### src/rtl/ctrl_pipe_pkg.sv
// Shared types and constants for the pipeline control carrier.
//   ctrl_t       : per-instruction EX/M/WB control bundle as produced by the decoder.
//   CtrlBubble   : all-zero bundle; never writes memory or the register file.
//   Fwd*         : ALU operand source selects driven by the forwarding unit.
package ctrl_pipe_pkg;

   typedef struct packed {
      logic       reg_dst;
      logic       alu_src;
      logic [1:0] alu_op;
      logic       branch;
      logic       mem_read;
      logic       mem_write;
      logic       reg_src;
      logic       reg_write;
   } ctrl_t;

   localparam ctrl_t CtrlBubble = '0;

   localparam logic [1:0] FwdNone = 2'b00;
   localparam logic [1:0] FwdWb   = 2'b01;
   localparam logic [1:0] FwdMem  = 2'b10;

endpackage

### src/rtl/ctrl_pipe_fwd_unit.sv
// EX-stage operand forwarding compare (purely combinational).
//   mem_reg_write/mem_wreg : writer currently in MEM
//   wb_reg_write/wb_wreg   : writer currently in WB
//   ex_rs/ex_rt            : source specifiers of the instruction in EX
//   fwd_a/fwd_b            : operand source selects (FwdNone/FwdWb/FwdMem)
module ctrl_pipe_fwd_unit
   import ctrl_pipe_pkg::*;
#(
   parameter int unsigned REG_W = 5
) (
   input  logic             mem_reg_write,
   input  logic [REG_W-1:0] mem_wreg,
   input  logic             wb_reg_write,
   input  logic [REG_W-1:0] wb_wreg,
   input  logic [REG_W-1:0] ex_rs,
   input  logic [REG_W-1:0] ex_rt,
   output logic [1:0]       fwd_a,
   output logic [1:0]       fwd_b
);

   // MEM holds the younger result, so it wins over WB. $0 is never forwarded.
   function automatic logic [1:0] fwd_sel(input logic [REG_W-1:0] src);
      if (mem_reg_write && (mem_wreg != '0) && (mem_wreg == src)) begin
         return FwdMem;
      end else if (wb_reg_write && (wb_wreg != '0) && (wb_wreg == src)) begin
         return FwdWb;
      end
      return FwdNone;
   endfunction

   always_comb begin
      fwd_a = fwd_sel(ex_rs);
      fwd_b = fwd_sel(ex_rt);
   end

endmodule

### src/rtl/ctrl_pipe.sv
// Pipeline control carrier for the five-stage MIPS core.
// Carries the decoder's control bundle through ID/EX, EX/MEM and MEM/WB, detects
// load-use hazards (stall + bubble), squashes wrong-path work on a branch taken in
// MEM, and drives the EX-stage forwarding selects.
//   id_*            : decoder bundle and register fields of the instruction in ID
//   mem_zero        : registered ALU zero flag of the instruction in MEM
//   ex_*/mem_*/wb_* : per-stage control outputs
//   pc_write, ifid_write : 0 freezes PC and IF/ID
//   pc_src, ifid_flush   : branch target select and IF/ID clear
//   fwd_a, fwd_b         : ALU operand source selects
module ctrl_pipe
   import ctrl_pipe_pkg::*;
#(
   parameter int unsigned REG_W = 5
) (
   input  logic             clk,
   input  logic             rst_n,
   input  logic             id_valid,
   input  logic             id_reg_dst,
   input  logic             id_alu_src,
   input  logic             id_branch,
   input  logic             id_mem_read,
   input  logic             id_mem_write,
   input  logic             id_reg_src,
   input  logic             id_reg_write,
   input  logic [1:0]       id_alu_op,
   input  logic [REG_W-1:0] id_rs,
   input  logic [REG_W-1:0] id_rt,
   input  logic [REG_W-1:0] id_rd,
   input  logic             mem_zero,
   output logic             ex_alu_src,
   output logic             ex_reg_dst,
   output logic [1:0]       ex_alu_op,
   output logic [REG_W-1:0] ex_rs,
   output logic [REG_W-1:0] ex_rt,
   output logic             mem_mem_read,
   output logic             mem_mem_write,
   output logic             mem_branch,
   output logic             wb_reg_src,
   output logic             wb_reg_write,
   output logic [REG_W-1:0] wb_wreg,
   output logic             pc_write,
   output logic             ifid_write,
   output logic             pc_src,
   output logic             ifid_flush,
   output logic [1:0]       fwd_a,
   output logic [1:0]       fwd_b
);

   // ID/EX
   ctrl_t            ex_ctrl_q, ex_ctrl_d;
   logic [REG_W-1:0] ex_rs_q, ex_rs_d, ex_rt_q, ex_rt_d, ex_rd_q, ex_rd_d;
   // EX/MEM
   logic             mem_mem_read_q, mem_mem_read_d, mem_mem_write_q, mem_mem_write_d;
   logic             mem_branch_q, mem_branch_d, mem_reg_src_q, mem_reg_src_d;
   logic             mem_reg_write_q, mem_reg_write_d;
   logic [REG_W-1:0] mem_wreg_q, mem_wreg_d;
   // MEM/WB
   logic             wb_reg_src_q, wb_reg_src_d, wb_reg_write_q, wb_reg_write_d;
   logic [REG_W-1:0] wb_wreg_q, wb_wreg_d;

   logic stall, taken;

   always_comb begin
      stall = id_valid & ex_ctrl_q.mem_read & (ex_rt_q != '0) &
              ((ex_rt_q == id_rs) | (ex_rt_q == id_rt));
      taken = mem_branch_q & mem_zero;

      // A taken branch discards the stalled instruction anyway, so never freeze then.
      pc_write   = ~stall | taken;
      ifid_write = ~stall | taken;
      pc_src     = taken;
      ifid_flush = taken;

      if (taken || stall || !id_valid) begin
         ex_ctrl_d = CtrlBubble;
         ex_rs_d   = '0;
         ex_rt_d   = '0;
         ex_rd_d   = '0;
      end else begin
         ex_ctrl_d = '{reg_dst:   id_reg_dst,
                       alu_src:   id_alu_src,
                       alu_op:    id_alu_op,
                       branch:    id_branch,
                       mem_read:  id_mem_read,
                       mem_write: id_mem_write,
                       reg_src:   id_reg_src,
                       reg_write: id_reg_write};
         ex_rs_d   = id_rs;
         ex_rt_d   = id_rt;
         ex_rd_d   = id_rd;
      end

      if (taken) begin
         mem_mem_read_d  = 1'b0;
         mem_mem_write_d = 1'b0;
         mem_branch_d    = 1'b0;
         mem_reg_src_d   = 1'b0;
         mem_reg_write_d = 1'b0;
         mem_wreg_d      = '0;
      end else begin
         mem_mem_read_d  = ex_ctrl_q.mem_read;
         mem_mem_write_d = ex_ctrl_q.mem_write;
         mem_branch_d    = ex_ctrl_q.branch;
         mem_reg_src_d   = ex_ctrl_q.reg_src;
         mem_reg_write_d = ex_ctrl_q.reg_write;
         mem_wreg_d      = ex_ctrl_q.reg_dst ? ex_rd_q : ex_rt_q;
      end

      // The branch itself writes nothing, so MEM/WB always advances.
      wb_reg_src_d   = mem_reg_src_q;
      wb_reg_write_d = mem_reg_write_q;
      wb_wreg_d      = mem_wreg_q;
   end

   always_ff @(posedge clk or negedge rst_n) begin
      if (!rst_n) begin
         ex_ctrl_q       <= CtrlBubble;
         ex_rs_q         <= '0;
         ex_rt_q         <= '0;
         ex_rd_q         <= '0;
         mem_mem_read_q  <= 1'b0;
         mem_mem_write_q <= 1'b0;
         mem_branch_q    <= 1'b0;
         mem_reg_src_q   <= 1'b0;
         mem_reg_write_q <= 1'b0;
         mem_wreg_q      <= '0;
         wb_reg_src_q    <= 1'b0;
         wb_reg_write_q  <= 1'b0;
         wb_wreg_q       <= '0;
      end else begin
         ex_ctrl_q       <= ex_ctrl_d;
         ex_rs_q         <= ex_rs_d;
         ex_rt_q         <= ex_rt_d;
         ex_rd_q         <= ex_rd_d;
         mem_mem_read_q  <= mem_mem_read_d;
         mem_mem_write_q <= mem_mem_write_d;
         mem_branch_q    <= mem_branch_d;
         mem_reg_src_q   <= mem_reg_src_d;
         mem_reg_write_q <= mem_reg_write_d;
         mem_wreg_q      <= mem_wreg_d;
         wb_reg_src_q    <= wb_reg_src_d;
         wb_reg_write_q  <= wb_reg_write_d;
         wb_wreg_q       <= wb_wreg_d;
      end
   end

   assign ex_alu_src    = ex_ctrl_q.alu_src;
   assign ex_reg_dst    = ex_ctrl_q.reg_dst;
   assign ex_alu_op     = ex_ctrl_q.alu_op;
   assign ex_rs         = ex_rs_q;
   assign ex_rt         = ex_rt_q;
   assign mem_mem_read  = mem_mem_read_q;
   assign mem_mem_write = mem_mem_write_q;
   assign mem_branch    = mem_branch_q;
   assign wb_reg_src    = wb_reg_src_q;
   assign wb_reg_write  = wb_reg_write_q;
   assign wb_wreg       = wb_wreg_q;

   ctrl_pipe_fwd_unit #(
      .REG_W(REG_W)
   ) u_fwd (
      .mem_reg_write(mem_reg_write_q),
      .mem_wreg     (mem_wreg_q),
      .wb_reg_write (wb_reg_write_q),
      .wb_wreg      (wb_wreg_q),
      .ex_rs        (ex_rs_q),
      .ex_rt        (ex_rt_q),
      .fwd_a        (fwd_a),
      .fwd_b        (fwd_b)
   );

endmodule

### config.mk
export PLATFORM = sky130hd
export DESIGN_NAME = ctrl_pipe
export DESIGN_NICKNAME = d
export VERILOG_FILES = /design/src/rtl/ctrl_pipe_pkg.sv /design/src/rtl/ctrl_pipe_fwd_unit.sv /design/src/rtl/ctrl_pipe.sv
export SDC_FILE = /design/constraint.sdc
export NUM_CORES = 1
export LEC_CHECK = 0
export CORE_ASPECT_RATIO = 1.75
export CORE_MARGIN = 4
export CORE_UTILIZATION = 50
export DETAILED_ROUTE_END_ITERATION = 6
export PLACE_DENSITY = 0.85
export RECOVER_POWER = 100
export SETUP_SLACK_MARGIN = 0.3
export SYNTH_ARGS = -nofsm -noshare
export SYNTH_HDL_FRONTEND = slang
export SYNTH_HIERARCHICAL = 1
export SYNTH_SLANG_ARGS = --single-unit
export TNS_END_PERCENT = 100
### constraint.sdc
create_clock -name clk -period 4.1 [get_ports clk]
set_input_delay 0.41 -clock clk [delete_from_list [all_inputs] [get_ports clk]]
set_output_delay 0.41 -clock clk [all_outputs]
set_load 0.05 [all_outputs]
==> results.ini, run 1 <==
[yosys]
ys_sh_mux_pct = 2.56
ys_area_um2 = 1950
synth_cell_types = 23
simple_gate_area_share_pct = 14.8
top_cells_by_count = dfrtp_1 (41), nand3_1 (29), xnor2_1 (26), a21oi_2 (19), clkbuf_1 (7)
synthTopCellsByArea = dfrtp_1 (52%), xnor2_1 (12%), a21oi_2 (8.5%)
synth-seq-cells = 41
synth_warnings = 6
ys_cells = 173
syn-num-nets = 201
ys_seq_share_pct = 52.5
async_flop_share_pct = 100
synthFlopType = dfrtp_1
synthXorXnorAreaFrac_pct = 13.4
synth_area_per_cell_um2 = 11.3
ys_sh_adder_pct = 0
synth-compound-area-share_pct = 12.0
synthCells = 173
yosys.area.top_type = dfrtp_1
netlist_area_um2 = 1950
top_logic_kind = simple AND/OR/NAND/NOR gates
synth.most_common_cell = dfrtp_1

[flow_run]
warning_count = 26
drv_cap = 1

[global_route]
grtUsageTotal_pct = 18.6
antenna_found_initial = 0
grt_max_degree = 42
grt_first_pass_wirelength_um = 7290
overflow = 0
grt_pass1_vias = 1538

[cells_and_area]
diodes = 0
mostFrequentLayoutCell = dfrtp_1
lay_top_cells = dfrtp_1 (41), dlygate4sd3_1 (32), nand3_1 (29)
nNetsFinal = 255
drive_above_1_share_pct = 7.93

[critical_path]
r2r_slack_ns = 2.19
cp.required_ns = 3.69
path_max_fanout = 31
cp-end-kind = primary output
crit_path_start_kind = input port
path_class = input port to primary output
cp.arrival_ns = 2.92

[clocking]
cts_buffer_depth = 2
clk_pin_slew_ns = 0.07
cts_tree = yes
insertion_delay_ns = 0.28
cts_root_buffer = clkbuf_8
numClockSinks = 41
hold_buffers = 0
numCtsBuffers = 5
htreeDepth = 2
cts_resized = 0

[placement]
dp_hpwl_um = 3240
pre_cts_slack_ns = 1.18
routabilityCongestion = 0.870

[timing]
whs_ns = 0.356
max-slew-margin-rel_pct = -38.9
maxSlewViolCount = 42
finalSetupViolations = 0
fin_worst_skew_ns = 0.00310
period_used_pct = 81.2
report.final.hold_viol_count = 0
setup_slack_ns = 0.769
fin_crit_ns = 3.33
max_freq_mhz = 300
setup_tns_ns = 0
rsz0062_at_grt = no
tightest_slew_ns = 2.08

[outcome]
violations = max-capacitance violations, max-slew violations
status = complete, but fails checks

[floorplanning]
ios = 60
die_area_um2 = 5010
die_y_um = 90.7
fp.dieW_um = 55.3
initial_core_util_pct = 52.8
core_area_um2 = 3700

[drt]
drc = 0
ant_nets = 0
drtPass1Iterations = 4
viasPerCell = 5.33
drtIter0Drc = 43

[power]
p_per_area_nw_per_um2 = 363
ir_drop_v = 0.000307
power_mw = 0.928
leakage_nw = 1.13

[worst_hold_path]
hold_path.class = flop to flop

[run 1: report_power, final]
group	switching [mW]	internal, mW
Combinational	0.126	0.0865
Clock	0.124	0.133
Sequential	0.0290	0.430
Total	0.279	0.649
[run 1: final cells by class]
class,count,area [um^2]
Fill cell,319,1140
Clock buffer,7,86.3
Tap cell,46,57.6
Multi-Input combinational cell,116,783
Timing Repair Buffer,62,603
Sequential cell,41,1030
Inverter,1,3.75
[run 1: per-layer routing]
layer	GRT usage, %	vias to the layer above	wire, um
met5	0	-	0
met4	6.69	0	70
met3	4.72	6	290
met2	35.2	57	2420
met1	19.1	696	1600
li1	-	695	-
[run 1: flip-flops by register name, summed over array words and instances (netlist names), 2 cells and up]
name / count
ex_rt: 5
ex_alu_op: 2
ex_ctrl_q: 5
mem_wreg_q: 5
ex_rs: 5
ex_rd_q: 5
wb_wreg: 5
[run 1: worst paths after layout]
kind | from | to | cells past startpoint
worst max register to register | mem_branch | mem_wreg_q[0] | 4
worst min-delay path | mem_reg_src_q | wb_reg_src | 0
max in group asynchronous | rst_n | ex_rd_q[2] | 1
worst max-delay path | mem_zero | ifid_flush | 5
min in group asynchronous | rst_n | ex_ctrl_q[2] | 1
worst min register to register | mem_reg_src_q | wb_reg_src | 0
[run 1: per-stage QoR]
step,util (%),std cells,area [um^2]
finish,69.2,273,2560
global route,69.2,273,2560
CTS,70.7,273,2620
detailed placement,68.4,266,2530
global placement,68.4,266,2530
floorplan,-,173,1950
[run 1: worst max-delay path: stages]
cell	delay [ns]
clkdlybuf4s50_1	0.39
nand2_1	0.06
clkbuf_1	0.85
inv_1	0.33
dlygate4sd3_1	0.87
Run 1, wiring by layer:
Scale bar: 20 um.
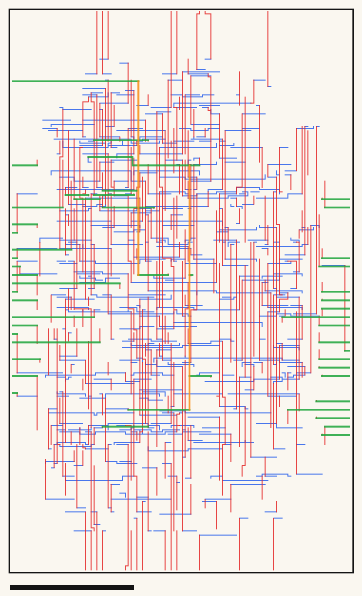
| color | layer | wire length |
|---|---|---|
| orange | M4 | 70.7 um |
| blue | M1 | 1600 um |
| green | M3 | 291 um |
| red | M2 | 2420 um |
DR vias: 1454
WL final: 4380 um
wire length per cell: 16.0 um

Run 1, drive-strength map:
Scale bar: 20 um.
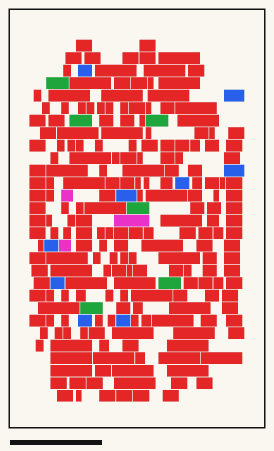
| color | size | cells |
|---|---|---|
| green | x6 and larger | 6 |
| red | x1 and smaller | 209 |
| magenta | x3 and x4 | 3 |
| blue | x2 | 9 |
Non-clk bufs: 62
area grow syn2layout: 31.0%

Run 1, I/O pins on the die edge:
Scale bar: 20 um. Pins as bars across the die edge, other pins in gray.
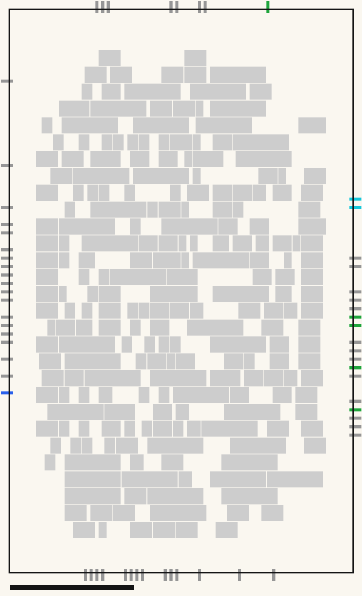
| color | port | pins | direction | edge |
|---|---|---|---|---|
| green | `ex_rt` | 5 | output | 4 right, 1 top |
| blue | `id_mem_read` | 1 | input | left |
| cyan | `fwd_b` | 2 | output | right |
all pins by edge: 19 left, 19 right, 14 bottom, 8 top

Run 1, cell outlines without signal wires:
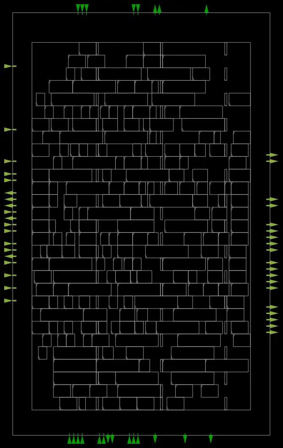
post-route insts no fill: 273
Final Core Density: 69.2%
tap cells: 46
flop share of the area: 40.1%
# rows: 29

--- run 2 (diff from run 1) ---
Settings changed: CORE_UTILIZATION 50 to 42, PLACE_DENSITY 0.85 to 0.76.
Clock period 4.1 ns to 2.7 ns, I/O delays scaled along.
Run 2, wiring by layer:
Scale bar: 20 um.
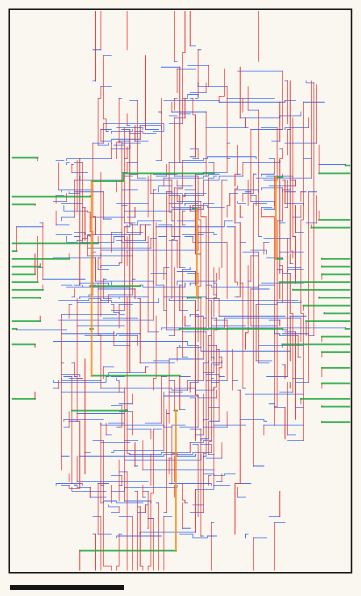
| color | layer | wire length |
|---|---|---|
| orange | M4 | 88.4 um |
| green | M3 | 311 um |
| blue | M1 | 1620 um |
| red | M2 | 2530 um |

==> run 2 against run 1 <==
Net effect: largest cell class unchanged; critical path depth is 2 lower; sequential power rose by 52%; non-clock buffer count rose by 1; synthesized cell count is the same; the flow still finishes with violations (max-capacitance violations, max-slew violations).
==> results.ini, run 2 <==
[power]
ir_drop_v = 0.000588  ; +92%
power_mw = 1.59  ; +72%
maxPowerGroup = registers
p_per_area_nw_per_um2 = 606  ; +67%
swShare_pct = 27.7  ; -2.3 points

[outcome]
violations = max-capacitance violations, max-slew violations
status = complete, but fails checks

[clocking]
htreeDepth = 2  ; unchanged
cts_root_buffer = clkbuf_8
numCtsBuffers = 5  ; unchanged
cts_buffer_depth = 2  ; unchanged
numClockSinks = 41  ; unchanged
cts_resized = 2  ; +2
clk_pin_slew_ns = 0.07  ; about the same
insertion_delay_ns = 0.29  ; about the same

[cells_and_area]
stdcell_area_um2 = 2630  ; +2.7%
lay_top_cells = dfrtp_1 (37), nand3_1 (28), xnor2_1 (26)
nNetsFinal = 256  ; +0.39%
stdcell_count = 280  ; +2.6%

[timing]
maxSlewViolCount = 42  ; unchanged
period_used_pct = 89.7
tightest_slew_ns = 2.14  ; +0.0592 ns

[yosys]
async_flop_share_pct = 100  ; unchanged
synth_area_per_cell_um2 = 11.3  ; unchanged
yosys.area.top_type = dfrtp_1
synth_warnings = 6  ; unchanged
ys_cells = 173  ; unchanged
synthCells = 173  ; unchanged

[critical_path]
crit_path_max_incr_delay_ns = 0.60  ; -0.27 ns
cp.required_ns = 2.43  ; -1.26 ns
path_max_fanout = 7  ; -77%

[drt]
route.met3.wl_um = 310  ; +6.9%
wl_met2_um = 2530  ; +4.5%
wl_per_cell_um = 16.2  ; +1.2%

[worst_hold_path]
hold_path.class = flop to flop

[global_route]
antenna_found_initial = 0  ; unchanged
grt_first_pass_wirelength_um = 7220  ; -1.0%

[placement]
routabilityCongestion = 0.860  ; -1.3%

[floorplanning]
ios = 60  ; unchanged
num_rows = 32  ; +10%

[flow_run]
drv_cap = 1  ; unchanged

Run 2, metal 3:
Scale bar: 20 um.
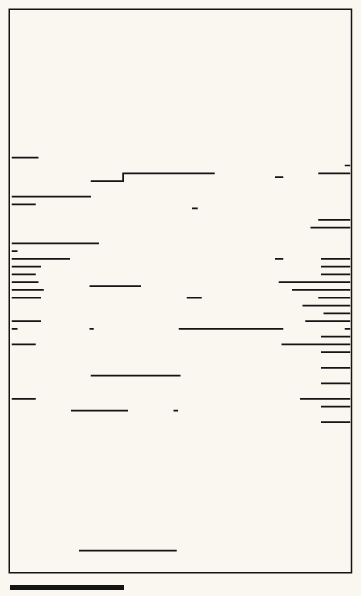
main direction: horizontal
wire length on this layer: 311 um
share of all routed wire: 6.8%
nets with wire on the layer: 44
met3 Resource Use GR: 4.10%
DR vias: 1491

-- run 2: cell counts after synthesis --
No cell type changed its count.
-- run 2: final cells by class --
cell class	count	area (um^2)	share of cell area [%]
tap	51	63.8	2.43
timing repair buffer	63	583	22.2
multi-input combinational	116	813	30.9
clock buffer	5	68.8	2.62
clock inverter	3	65.1	2.48
inverter	1	3.75	0.143
sequential	41	1030	39.2
-- run 2: stage by stage --
stage               util, %  setup WS [ns]  hold WS (ns)
floorplan                 -          0.311       -0.0256
global placement       58.9          0.467         0.335
detailed placement     58.9          0.434         0.338
CTS                    61.9          0.335         0.126
global route           59.1          0.169         0.374
finish                 59.1          0.278         0.353
-- run 2: cell families (layout without fill, tap and decap cells) --
family / after synthesis / count (layout) / share of synthesized area [%]
and+or+nand+nor: 54 / 54 / 14.8
buffers and inverters: 16 / 72 / 4.74
DFF: 41 / 41 / 52.5
muxes: 5 / 5 / 2.56
AOI/OAI and AO/OA: 27 / 27 / 12.0
xor gates and xnor gates: 30 / 30 / 13.4
-- run 2: final timing paths --
| check | to | startpoint | depth (start not counted) | slack (ns) |
|---|---|---|---|---|
| max | fwd_b[1] | ex_rt[0] | 3 | 0.28 |
| min | wb_reg_src | mem_reg_src_q | 0 | 0.35 |
| max reg2reg | ex_rs[3] | ex_rt[0] | 5 | 0.42 |
| min reg2reg | wb_reg_src | mem_reg_src_q | 0 | 0.35 |
| max in group asynchronous | ex_rt[1] | rst_n | 1 | 0.71 |
| min in group asynchronous | ex_ctrl_q[1] | rst_n | 1 | 0.60 |
-- run 2: critical path, delay by kind of cell (launching register included) --
kind | cells | cell delay (ns)
simple gates | 1 | 0.58
buf+inv | 1 | 0.60
flops | 1 | 0.49
xor+xnor | 1 | 0.19
Power figures rest on the tool's default switching activity, not on a simulated workload.
